<file path="src/rtl/mcy_sched_pkg.sv">
// Shared types and constants for the mutation-coverage scheduler.
package mcy_sched_pkg;

  localparam int RST_CYCLES_MIN = 1;
  localparam int SCHED_MUTSEL_W = 8;
  localparam int SCHED_CYC_W    = 16;

  typedef enum logic [2:0] {IDLE, CRST, RUN, REPORT, NEXT} sched_state_e;

  typedef struct packed {
    logic [SCHED_MUTSEL_W-1:0] mutsel;
    logic                      killed;
    logic [SCHED_CYC_W-1:0]    cycle;
  } sched_result_t;

endpackage

</file>
<file path="src/rtl/mcy_sched_timer.sv">
// Saturating up-counter with clear/enable and a terminal-count compare,
// shared by the core-reset and observation-window phases.
module mcy_sched_timer #(
  parameter int CYC_W = 16
) (
  input  logic             clk,
  input  logic             rst_n,
  input  logic             clear,
  input  logic             enable,
  input  logic [CYC_W-1:0] load,
  output logic [CYC_W-1:0] count,
  output logic             tc
);

  logic [CYC_W-1:0] count_reg;

  always_ff @(posedge clk or negedge rst_n) begin
    if (!rst_n) begin
      count_reg <= '0;
    end else if (clear) begin
      count_reg <= '0;
    end else if (enable && (count_reg != '1)) begin
      count_reg <= count_reg + CYC_W'(1);
    end
  end

  assign count = count_reg;
  assign tc    = (count_reg == load);

endmodule

</file>
<file path="src/rtl/mcy_mutant_scheduler.sv">
// Steps mutsel through mutants 1..N, runs an observation window per mutant and
// streams one kill record each. Optional macro: MCY_SCHED_EARLY_KILL_EN.
module mcy_mutant_scheduler
  import mcy_sched_pkg::*;
#(
  parameter int MUTSEL_W   = 8,
  parameter int RST_CYCLES = 4,
  parameter int CYC_W      = 16
) (
  input  logic                clk_i,
  input  logic                rst_ni,
  input  logic                start_i,
  input  logic [MUTSEL_W-1:0] num_mutants_i,
  input  logic [CYC_W-1:0]    run_cycles_i,
  input  logic                mismatch_i,
  output logic [MUTSEL_W-1:0] mutsel_o,
  output logic                core_rst_no,
  output logic                fetch_enable_o,
  output logic                busy_o,
  output logic                done_o,
  output logic                res_valid_o,
  input  logic                res_ready_i,
  output logic [MUTSEL_W-1:0] res_mutsel_o,
  output logic                res_killed_o,
  output logic [CYC_W-1:0]    res_cycle_o
);

  localparam int RST_EFF = (RST_CYCLES < RST_CYCLES_MIN) ? RST_CYCLES_MIN : RST_CYCLES;
  localparam logic [CYC_W-1:0] RST_LOAD = CYC_W'(RST_EFF - 1);

  sched_state_e        state_reg;
  logic [MUTSEL_W-1:0] mutsel_reg, num_reg, res_mutsel_reg;
  logic [CYC_W-1:0]    run_reg, cycle_reg;
  logic                killed_reg, core_rst_n_reg, fetch_reg, busy_reg, done_reg, valid_reg;

  logic                tmr_clear, tmr_enable, tmr_tc;
  logic [CYC_W-1:0]    tmr_load, tmr_count;
  logic                kill_now, run_end;

  // Terminal counts are "last cycle" indices, hence the minus one.
  assign tmr_enable = (state_reg == CRST) || (state_reg == RUN);
  assign tmr_clear  = !tmr_enable || ((state_reg == CRST) && tmr_tc);
  assign tmr_load   = (state_reg == CRST) ? RST_LOAD : run_reg - CYC_W'(1);

  mcy_sched_timer #(.CYC_W(CYC_W)) u_timer (
    .clk    (clk_i),
    .rst_n  (rst_ni),
    .clear  (tmr_clear),
    .enable (tmr_enable),
    .load   (tmr_load),
    .count  (tmr_count),
    .tc     (tmr_tc)
  );

  assign kill_now = (state_reg == RUN) && mismatch_i && !killed_reg;

`ifdef MCY_SCHED_EARLY_KILL_EN
  assign run_end = tmr_tc || kill_now;
`else
  assign run_end = tmr_tc;
`endif

  always_ff @(posedge clk_i or negedge rst_ni) begin
    if (!rst_ni) begin
      state_reg      <= IDLE;
      mutsel_reg     <= '0;
      num_reg        <= '0;
      run_reg        <= '0;
      res_mutsel_reg <= '0;
      cycle_reg      <= '0;
      killed_reg     <= 1'b0;
      core_rst_n_reg <= 1'b0;
      fetch_reg      <= 1'b0;
      busy_reg       <= 1'b0;
      done_reg       <= 1'b0;
      valid_reg      <= 1'b0;
    end else begin
      done_reg <= 1'b0;
      case (state_reg)
        IDLE: begin
          if (start_i) begin
            if ((num_mutants_i == '0) || (run_cycles_i == '0)) begin
              done_reg <= 1'b1;
            end else begin
              num_reg    <= num_mutants_i;
              run_reg    <= run_cycles_i;
              mutsel_reg <= MUTSEL_W'(1);
              killed_reg <= 1'b0;
              cycle_reg  <= '0;
              busy_reg   <= 1'b1;
              state_reg  <= CRST;
            end
          end
        end
        CRST: begin
          if (tmr_tc) begin
            core_rst_n_reg <= 1'b1;
            fetch_reg      <= 1'b1;
            state_reg      <= RUN;
          end
        end
        RUN: begin
          if (kill_now) begin
            killed_reg <= 1'b1;
            cycle_reg  <= tmr_count;
          end
          if (run_end) begin
            core_rst_n_reg <= 1'b0;
            fetch_reg      <= 1'b0;
            valid_reg      <= 1'b1;
            res_mutsel_reg <= mutsel_reg;
            state_reg      <= REPORT;
          end
        end
        REPORT: begin
          if (res_ready_i) begin
            valid_reg <= 1'b0;
            state_reg <= NEXT;
          end
        end
        NEXT: begin
          // Compare before increment so the all-ones mutant never wraps to 0.
          if (mutsel_reg == num_reg) begin
            done_reg   <= 1'b1;
            busy_reg   <= 1'b0;
            mutsel_reg <= '0;
            state_reg  <= IDLE;
          end else begin
            mutsel_reg <= mutsel_reg + MUTSEL_W'(1);
            killed_reg <= 1'b0;
            cycle_reg  <= '0;
            state_reg  <= CRST;
          end
        end
        default: state_reg <= IDLE;
      endcase
    end
  end

  assign mutsel_o       = mutsel_reg;
  assign core_rst_no    = core_rst_n_reg;
  assign fetch_enable_o = fetch_reg;
  assign busy_o         = busy_reg;
  assign done_o         = done_reg;
  assign res_valid_o    = valid_reg;
  assign res_mutsel_o   = res_mutsel_reg;
  assign res_killed_o   = killed_reg;
  assign res_cycle_o    = cycle_reg;

endmodule
</file>
<file path="config.mk">
export PLATFORM = sky130hd
export DESIGN_NAME = mcy_mutant_scheduler
export DESIGN_NICKNAME = d
export VERILOG_FILES = /design/src/rtl/mcy_sched_pkg.sv /design/src/rtl/mcy_sched_timer.sv /design/src/rtl/mcy_mutant_scheduler.sv
export SDC_FILE = /design/constraint.sdc
export NUM_CORES = 1
export LEC_CHECK = 0
export CORE_UTILIZATION = 55
export CTS_CLUSTER_DIAMETER = 200
export CTS_CLUSTER_SIZE = 8
export DETAILED_ROUTE_END_ITERATION = 10
export PLACE_DENSITY = 0.81
export RECOVER_POWER = 25
export SLEW_MARGIN = 20
export SYNTH_ARGS = -nofsm -noshare
export SYNTH_HDL_FRONTEND = slang
export SYNTH_SLANG_ARGS = --single-unit
</file>
<file path="constraint.sdc">
create_clock -name clk_i -period 6.3 [get_ports clk_i]
set_clock_uncertainty 0.15 [all_clocks]
set_input_delay 0.63 -clock clk_i [delete_from_list [all_inputs] [get_ports clk_i]]
set_output_delay 0.63 -clock clk_i [all_outputs]
set_load 0.05 [all_outputs]
</file>
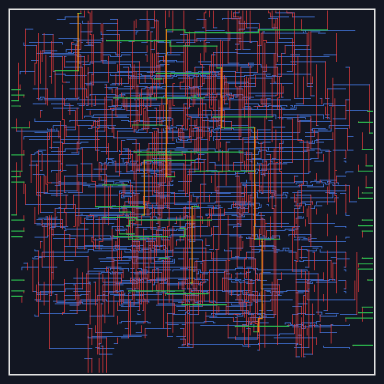
run_1/layers.png
(4 px per µm)
M4 -> orange  # wire length 151 µm
M1 -> blue  # wire length 4400 µm
M2 -> red  # wire length 4540 µm
M3 -> green  # wire length 451 µm

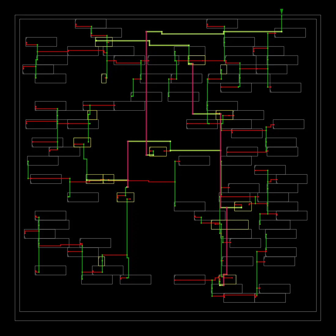
run_1/clock_nets.png
clk latency late pin: 360 ps
Power Clock: 367 µW

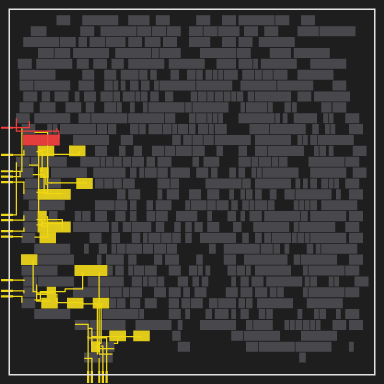
run_1/port_trees.png
(4 px per µm)
run_cycles_i -> yellow  # bits 16, direction input, edge 11 west, 5 south, end cells 20, buffers 16, wire 343 µm
busy_o -> red  # bits 1, direction output, edge west, end cells 1, buffers 1, wire 21.9 µm

==> flow_summary.yaml, run 1 <==
# physical design summary
outcome:
  status: "finished, violations left"
  violations: "capacitance limit, slew limit"
synthesis:
  ys_seq_share_pct: 45.98
  edf_count: 0
  synthSimpleGateAreaFrac_pct: 18.99
  async_reset_ff_share_pct: 100.0
  ys_sh_xor_pct: 8.161
  synth_stat.cells: 443
  top_logic_kind: "simple AND/OR/NAND/NOR gates"
critical_path:
  required_ps: 5680
  start_kind: "input port"
  max_stage_delay_ps: 2790
cts:
  cts_setup_buffers: 0
  clock-root-buffer: "clkbuf_8"
  ctsHtreeMaxLevel: 3
  cts_tree: "yes"
drt:
  vias: 3539
  viasPerCell: 5.879
  wl_per_cell_um: 15.84
final_layout:
  final_net_count: 528
  final_cell_mix: "dfrtp_1 (80), clkdlybuf4s50_1 (65), nand2_1 (60)"
  drive_above_1_share_pct: 12.00
  instances_no_fill: 602
  antenna_cells: 0
flow_run:
  max-cap-violations: 1
sta:
  fin_setup_tns_ps: 0
  max_freq_mhz: 243.8
  drv_slew: 81
  period_needed_ps: 4103
  slew_headroom_pct: -169.9
  period_used_pct: 65.12
die:
  die_w_um: 90.98
  die_h_um: 90.98
global_route:
  track_usage_pct: 24.72
  grt_pass1_vias: 3252
  grt_pass1_wl_mm: 16.15
pwr:
  power_switching_uw: 315.6
==> run 1: cells by family after synthesis <==
group                    count (synthesis)
buffers and inverters                   37
multiplexers                            34
AND/OR/NAND/NOR                        160
XOR/XNOR                                39
flip-flops                              80
AND-OR/OR-AND                           90
adder cells (fa/ha/maj)                  3
==> run 1: synth_stat cells, types with 3 or more instances <==
cell | n | share of area, %
mux2_4 | 7 | 2.4
buf_2 | 3 | 0.34
a41oi_1 | 3 | 0.60
o22ai_1 | 3 | 0.43
dfrtp_1 | 80 | 46
a21oi_1 | 22 | 2.5
and3_1 | 7 | 1.0
ha_1 | 3 | 0.86
clkbuf_1 | 20 | 1.7
inv_1 | 10 | 0.86
or4_1 | 3 | 0.52
nor2_1 | 12 | 1.0
mux2_2 | 26 | 6.7
nand2b_1 | 5 | 0.72
or2_2 | 3 | 0.43
o21ai_0 | 33 | 3.8
nand3_1 | 15 | 1.7
xnor2_1 | 15 | 3.0
xor2_1 | 23 | 4.6
or3_1 | 9 | 1.3
nand2_1 | 60 | 5.2
nor4_1 | 15 | 2.2
nand4_1 | 13 | 1.9
nor2b_1 | 3 | 0.43
nor3_1 | 4 | 0.46
==> run 1: power by group through the flow <==
stage / sequential (mW) / clock, mW / combinational, mW
floorplan: 0.626 / 0 / 0.0322
global placement: 0.554 / 0 / 0.177
detailed placement: 0.556 / 0 / 0.180
CTS: 0.545 / 0.375 / 0.180
global route: 0.549 / 0.399 / 0.191
finish: 0.545 / 0.367 / 0.178
==> run 1: through the flow <==
| stage | setup WS (ps) | cell area, µm² | hold slack, ps |
|---|---|---|---|
| 4_1_cts | 2004 | 5226 | 310.4 |
| 2_1_floorplan | 2534 | 4354 | 184.4 |
| 3_3_place_gp | 2210 | 5042 | 311.5 |
| 5_1_grt | 1247 | 5234 | 365.7 |
| 3_5_place_dp | 2037 | 5042 | 319.5 |
| 6_report | 2197 | 5234 | 330.1 |
==> run 1: path summary, 6_finish.rpt <==
kind                                 start              end  slack [ps]  cells past startpoint
min reg2reg                res_cycle_o[13]  res_cycle_o[13]         330                      2
max reg2reg                     run_reg[2]  res_mutsel_o[3]        2290                      8
min in group asynchronous           rst_ni   res_cycle_o[1]        1520                      1
min                        res_cycle_o[13]  res_cycle_o[13]         330                      2
max in group clk_i              run_reg[2]  res_mutsel_o[3]        2290                      8
max                                 rst_ni      run_reg[10]        2200                      1
==> run 1: layout make-up <==
type / instances / area, µm² / share of cell area [%]
flip-flops and latches: 80 / 2002 / 38.25
inverters: 10 / 37.54 / 0.7172
repair buffers: 69 / 676.9 / 12.93
well taps: 102 / 127.6 / 2.438
clock inverters: 5 / 56.30 / 1.076
clock buffers: 10 / 127.6 / 2.438
multi-input cells: 326 / 2206 / 42.15
==> run 1: layer usage <==
| layer | vias to the layer above | track usage [%] | share of wire [%] | wire length, µm |
|---|---|---|---|---|
| met4 | 0 | 8.730 | 1.6 | 150 |
| met2 | 97 | 38.38 | 48 | 4538 |
| met1 | 1709 | 34.89 | 46 | 4395 |
| met5 | - | 0 | 0 | 0 |
| li1 | 1717 | - | - | - |
| met3 | 16 | 4.606 | 4.7 | 451 |
run_1/ff_map.png
(3 px per µm)
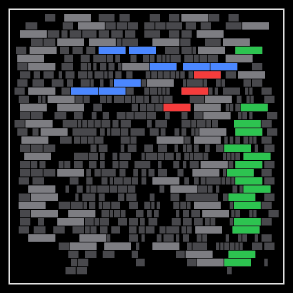

==> run 1 -> run 2 <==
--- a/config.mk
+++ b/config.mk
@@ -5,11 +5,11 @@
 export SDC_FILE = /design/constraint.sdc
 export NUM_CORES = 1
 export LEC_CHECK = 0
-export CORE_UTILIZATION = 55
+export CORE_UTILIZATION = 49
 export CTS_CLUSTER_DIAMETER = 200
 export CTS_CLUSTER_SIZE = 8
 export DETAILED_ROUTE_END_ITERATION = 10
-export PLACE_DENSITY = 0.81
+export PLACE_DENSITY = 0.77
 export RECOVER_POWER = 25
 export SLEW_MARGIN = 20
 export SYNTH_ARGS = -nofsm -noshare
==> constraint.sdc (replaced) <==
create_clock -name clk_i -period 3.4 [get_ports clk_i]
set_clock_uncertainty 0.15 [all_clocks]
set_input_delay 0.34 -clock clk_i [delete_from_list [all_inputs] [get_ports clk_i]]
set_output_delay 0.34 -clock clk_i [all_outputs]
set_load 0.05 [all_outputs]
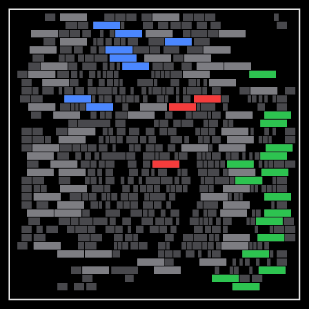
run_2/ff_map.png
(3 px per µm)
state_reg -> red  # sequential cells 3
res_cycle_o -> green  # sequential cells 16
mutsel_o -> blue  # sequential cells 8, where north

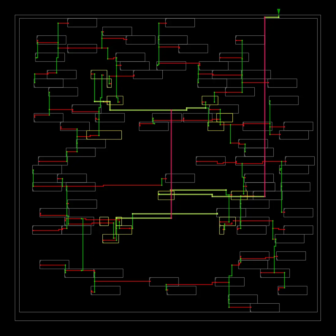
run_2/clock_nets.png
Power Clock: 696 µW
CLK BUF: 12

==> run 2 against run 1 <==
Compared with the run above:
- utilization decreased by 4.8 points
- die area up 12%
- the flow finishes with violations (capacitance limit, slew limit, setup timing)
- first-iteration DRC count is 11% lower
- global-route usage shrank 1.5 points
- critical endpoint is now res_mutsel_o[2]
- synthesized cell count stayed put
- sequential power up 85%
- non-clock buffer count is 27 higher
- largest power group unchanged
- critical path depth grew 7
- cell count rose by 5.6%
- cell area increased by 4.9%
==> flow_summary.yaml, run 2 <==
# physical design summary
die:
  die_w_um: 96.27
  die_h_um: 96.27
  design.core.area_um2: 8678
final_layout:
  final_net_count: 556
  instances_no_fill: 636
  final-seq-area_um2: 2002
  comb_area_um2: 2243
  final_cell_mix: "dfrtp_1 (80), clkdlybuf4s50_1 (65), nand2_1 (60)"
  drive_above_1_share_pct: 17.61
  antenna_cells: 0
sta:
  period_used_pct: 102.6
  drv_slew: 81
  hold_slack_ps: 334.4
  postLayoutSetupSlackWorst_ps: -87.71
  setup_violations: 12
  period_needed_ps: 3488
critical_path:
  required_ps: 3480
synthesis:
  async_reset_ff_share_pct: 100.0
  edf_count: 0
  top_cell: "dfrtp_1"
  synth.top_cell.area_share_pct: 45.98
  yosys-top-cells-count: "dfrtp_1 (80), nand2_1 (60), o21ai_0 (33)"
  synth_stat.cells: 443
  area_leaders: "dfrtp_1 (46%), mux2_2 (6.7%), nand2_1 (5.2%), xor2_1 (4.6%), o21ai_0 (3.8%)"
  netlist.top_cell.by_area: "dfrtp_1"
  ys_seq_share_pct: 45.98
cts:
  cts_tree: "yes"
  ctsHtreeMaxLevel: 3
  insertion_delay_ps: 350
pwr:
  power_switching_uw: 581.4
drt:
  vias: 3636
  viasPerCell: 5.717
  wl_per_cell_um: 15.71
global_route:
  grt_pass1_vias: 3424
  grt_pass1_wl_mm: 16.35
  track_usage_pct: 23.17
flow_run:
  warnings: 29
  max-cap-violations: 1
placed_design:
  pre_cts_slack_ps: -107.1
outcome:
  status: "finished, violations left"
  violations: "capacitance limit, slew limit, setup timing"
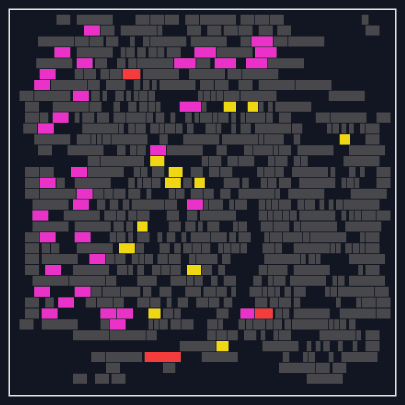
run_2/gates.png
(4 px per µm)
mux cells -> magenta  # cells 34
fa/ha/maj cells -> red  # cells 3
non-inverting ao/oa cells -> yellow  # cells 12

run 2: cell counts after synthesis:
No cell type changed its count.
run 2: cell type report:
| cell class | instances | share of cell area, % |
|---|---|---|
| clock buffers | 12 | 2.642 |
| clock inverters | 3 | 0.7745 |
| inverters | 10 | 0.6834 |
| multi-input cells | 327 | 40.84 |
| flip-flops and latches | 80 | 36.45 |
| well taps | 108 | 2.460 |
| repair buffers | 96 | 16.15 |
run 2: cells by family (layout without fill, tap and decap cells):
group                      count (synthesis)  count (layout)  share of synthesized area, %
adders and majority gates                  3               3                        0.8622
xor gates and xnor gates                  39              39                         8.161
and+or+nand+nor                          160             161                         18.99
AOI/OAI and AO/OA                         90              90                         12.93
DFF                                       80              80                         45.98
muxes                                     34              34                         9.368
buffers and inverters                     37             121                         3.707
run 2: repair_timing:
| item | 4_1_cts | 5_1_grt |
|---|---|---|
| setup buffers | 1 | 0 |
| hold endpoints to repair | 0 | 80 |
| resized | 6 | 3 |
| hold buffers | 0 | 1 |
| cloned | 2 | 0 |
| setup endpoints to repair | 12 | 27 |
| pin swaps | 1 | 0 |
run 2: stage by stage:
step,instance area [µm²],utilization [%],power (mW)
after floorplan,4399,-,1.220
after global placement,5255,60.55,1.359
after detailed placement,5255,60.55,1.367
after CTS,5480,63.15,2.055
after global routing,5493,63.29,2.127
final,5493,63.29,2.040
run 2: worst paths after layout:
path	from	end	slack, ps	depth (start not counted)
max	run_reg[2]	res_mutsel_o[2]	-90	8
min	res_cycle_o[14]	res_cycle_o[14]	330	2
max reg2reg	run_reg[2]	res_mutsel_o[2]	-90	8
min reg2reg	res_cycle_o[14]	res_cycle_o[14]	330	2
max in group asynchronous	rst_ni	mutsel_o[7]	1020	2
min in group asynchronous	rst_ni	res_mutsel_o[5]	940	2
run 2: per-layer routing:
| metal | vias to the layer above | routed length, µm | GRT usage, % |
|---|---|---|---|
| met4 | 0 | 106 | 7.836 |
| met5 | - | 0 | 0 |
| met3 | 7 | 532 | 4.344 |
| met1 | 1764 | 4688 | 31.32 |
| met2 | 99 | 4663 | 37.29 |
| li1 | 1766 | - | - |
run 2: power by group through the flow:
| stage | Clock (mW) | Combinational (mW) | Sequential, mW |
|---|---|---|---|
| finish | 0.696 | 0.335 | 1.01 |
| global route | 0.751 | 0.361 | 1.01 |
| CTS | 0.708 | 0.339 | 1.01 |
| detailed placement | 0 | 0.339 | 1.03 |
| global placement | 0 | 0.333 | 1.03 |
| floorplan | 0 | 0.0597 | 1.16 |
run 2: worst max-delay path, stage by stage (launching register included):
cell	delay, ps
dfrtp_1	390
or4_4	590
o211a_1	250
or3_1	320
a2111oi_2	300
o21ai_1	110
or4_4	510
or3_4	420
mux2_4	320
run_2/port_trees.png
(4 px per µm)
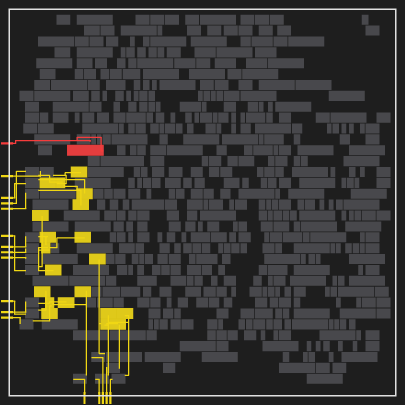

==> run 2 -> run 3 <==
--- a/config.mk
+++ b/config.mk
@@ -11,7 +11,8 @@
 export DETAILED_ROUTE_END_ITERATION = 10
 export PLACE_DENSITY = 0.77
 export RECOVER_POWER = 25
-export SLEW_MARGIN = 20
+export SLEW_MARGIN = 30
 export SYNTH_ARGS = -nofsm -noshare
 export SYNTH_HDL_FRONTEND = slang
+export SYNTH_HIERARCHICAL = 1
 export SYNTH_SLANG_ARGS = --single-unit
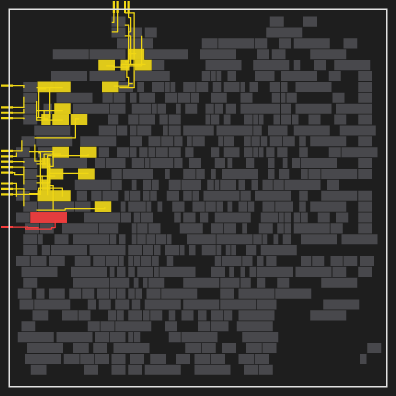
run_3/port_trees.png
(4 px per µm)
busy_o -> red  # bits 1, direction output, edge west, end cells 1, buffers 1, wire 19.3 µm
run_cycles_i -> yellow  # bits 16, direction input, edge 12 west, 4 north, end cells 20, buffers 16, wire 330 µm

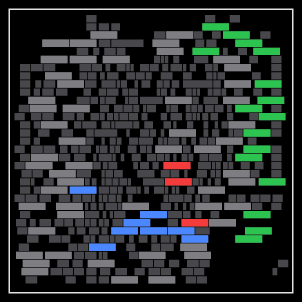
run_3/ff_map.png
(3 px per µm)
res_cycle_o -> green  # sequential cells 16
state_reg -> red  # sequential cells 3
mutsel_o -> blue  # sequential cells 8, where south

==> run 3 against run 2 <==
Compared with the run above:
- the run ends with capacitance limit, slew limit left
- critical path type unchanged
- cell area shrank 3.6%
- critical endpoint is now res_mutsel_o[6]
- non-clock buffer count is 10 lower
- largest power group unchanged
- register-to-register slack improved by 210 ps
- sequential power decreased by 6%
- sequential cell count stayed put
- total power fell by 16%
- wire length is 9.2% lower
==> flow_summary.yaml, run 3 <==
# physical design summary
cts:
  ctsHtreeMaxLevel: 3
final_layout:
  final_cell_mix: "dfrtp_1 (80), clkdlybuf4s50_1 (65), mux2_2 (35)"
  comb_area_um2: 2112
  final_net_count: 496
  stdcell_area_um2: 5296
flow_run:
  warnings: 27
  max-cap-violations: 1
global_route:
  grt_pass1_wl_mm: 15.19
  grt_pass1_vias: 3092
critical_path:
  start_kind: "register"
  slowest_stage: "or4_4"
  r2r_cells: 12
  path_depth: 12
outcome:
  status: "finished, violations left"
  violations: "capacitance limit, slew limit"
synthesis:
  edf_count: 0
  netlist.top_cell.by_area: "dfrtp_1"
  area_leaders: "dfrtp_1 (48%), mux2_2 (9.5%), xnor2_1 (5.5%), a22o_1 (4.0%), nor2_1 (2.5%)"
drt:
  wl_per_cell_um: 15.80
placed_design:
  post_dp_cell_area_um2: 5012
die:
  die_w_um: 94.03
  die_h_um: 94.03
sta:
  drv_slew: 81
  period_needed_ps: 3273
  max_freq_mhz: 305.5
hold_path:
  min_path_cells: 1
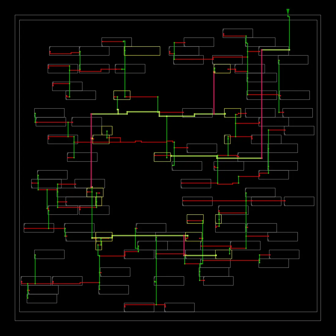
run_3/clock_nets.png
CLK BUF: 10
Power Clock: 702 µW
clk latency late pin: 350 ps
Num CTS Buffers: 9
flop count: 80

-- run 3: kinds of logic (layout without fill, tap and decap cells) --
| logic type | count (synthesis) | after routing | share of synthesized area [%] |
|---|---|---|---|
| XOR/XNOR | 38 | 38 | 8.019 |
| AND-OR/OR-AND | 73 | 73 | 12.81 |
| multiplexers | 38 | 38 | 10.28 |
| adder cells (fa/ha/maj) | 3 | 3 | 0.9045 |
| buffers and inverters | 27 | 111 | 2.834 |
| flip-flops | 80 | 80 | 48.24 |
| AND/OR/NAND/NOR | 126 | 126 | 16.91 |
-- run 3: metal layers --
metal / GRT usage (%) / vias up / wire (µm)
met2: 34.06 / 87 / 4303
met5: 0 / - / 0
met1: 31.57 / 1588 / 4311
met3: 4.288 / 11 / 372
li1: - / 1568 / -
met4: 7.179 / 0 / 84
-- run 3: area by class of cell --
| type | count | share of cell area, % |
|---|---|---|
| multi-input cells | 278 | 39.88 |
| inverters | 9 | 0.6378 |
| repair buffers | 86 | 15.50 |
| clock buffers | 10 | 2.599 |
| well taps | 105 | 2.481 |
| clock inverters | 6 | 1.110 |
| flip-flops and latches | 80 | 37.80 |
-- run 3: per-stage QoR --
step / total power, mW / TNS (ps) / cells / util, % / worst slack [ps]
2_1_floorplan: 0.9730 / 0 / 385 / - / 8.936
3_3_place_gp: 1.028 / -940.7 / 555 / 60.96 / -114.7
3_5_place_dp: 1.030 / -2250 / 555 / 61.00 / -205.7
4_1_cts: 1.728 / 0 / 573 / 63.94 / 24.27
5_1_grt: 1.778 / -379.0 / 574 / 64.46 / -66.04
6_report: 1.711 / 0 / 574 / 64.46 / 127.1
-- run 3: final timing paths --
path / start / to / slack (ps)
worst min register to register: busy_o / busy_o / 350
min in group asynchronous: rst_ni / res_cycle_o[1] / 910
worst max-delay path: run_reg[2] / res_mutsel_o[6] / 130
worst min-delay path: busy_o / busy_o / 350
max in group asynchronous: rst_ni / busy_o / 1060
worst max register to register: run_reg[2] / res_mutsel_o[6] / 130
-- run 3: timing repair --
item,in CTS,in global routing
resized,6,8
buffers inserted,1,1
pin swaps,4,6
endpoints found under the hold margin,80,0
hold buffers,1,0
endpoints found under the setup margin,22,13
-- run 3: report_power, final --
group	internal (mW)	switching, mW	leakage (nW)
combinational	0.0303	0.0283	1.26
sequential	0.951	0	1.08
clock	0.356	0.347	0.106
total	1.34	0.375	2.45
No activity file was given, so power comes from the tool's default toggle rates.
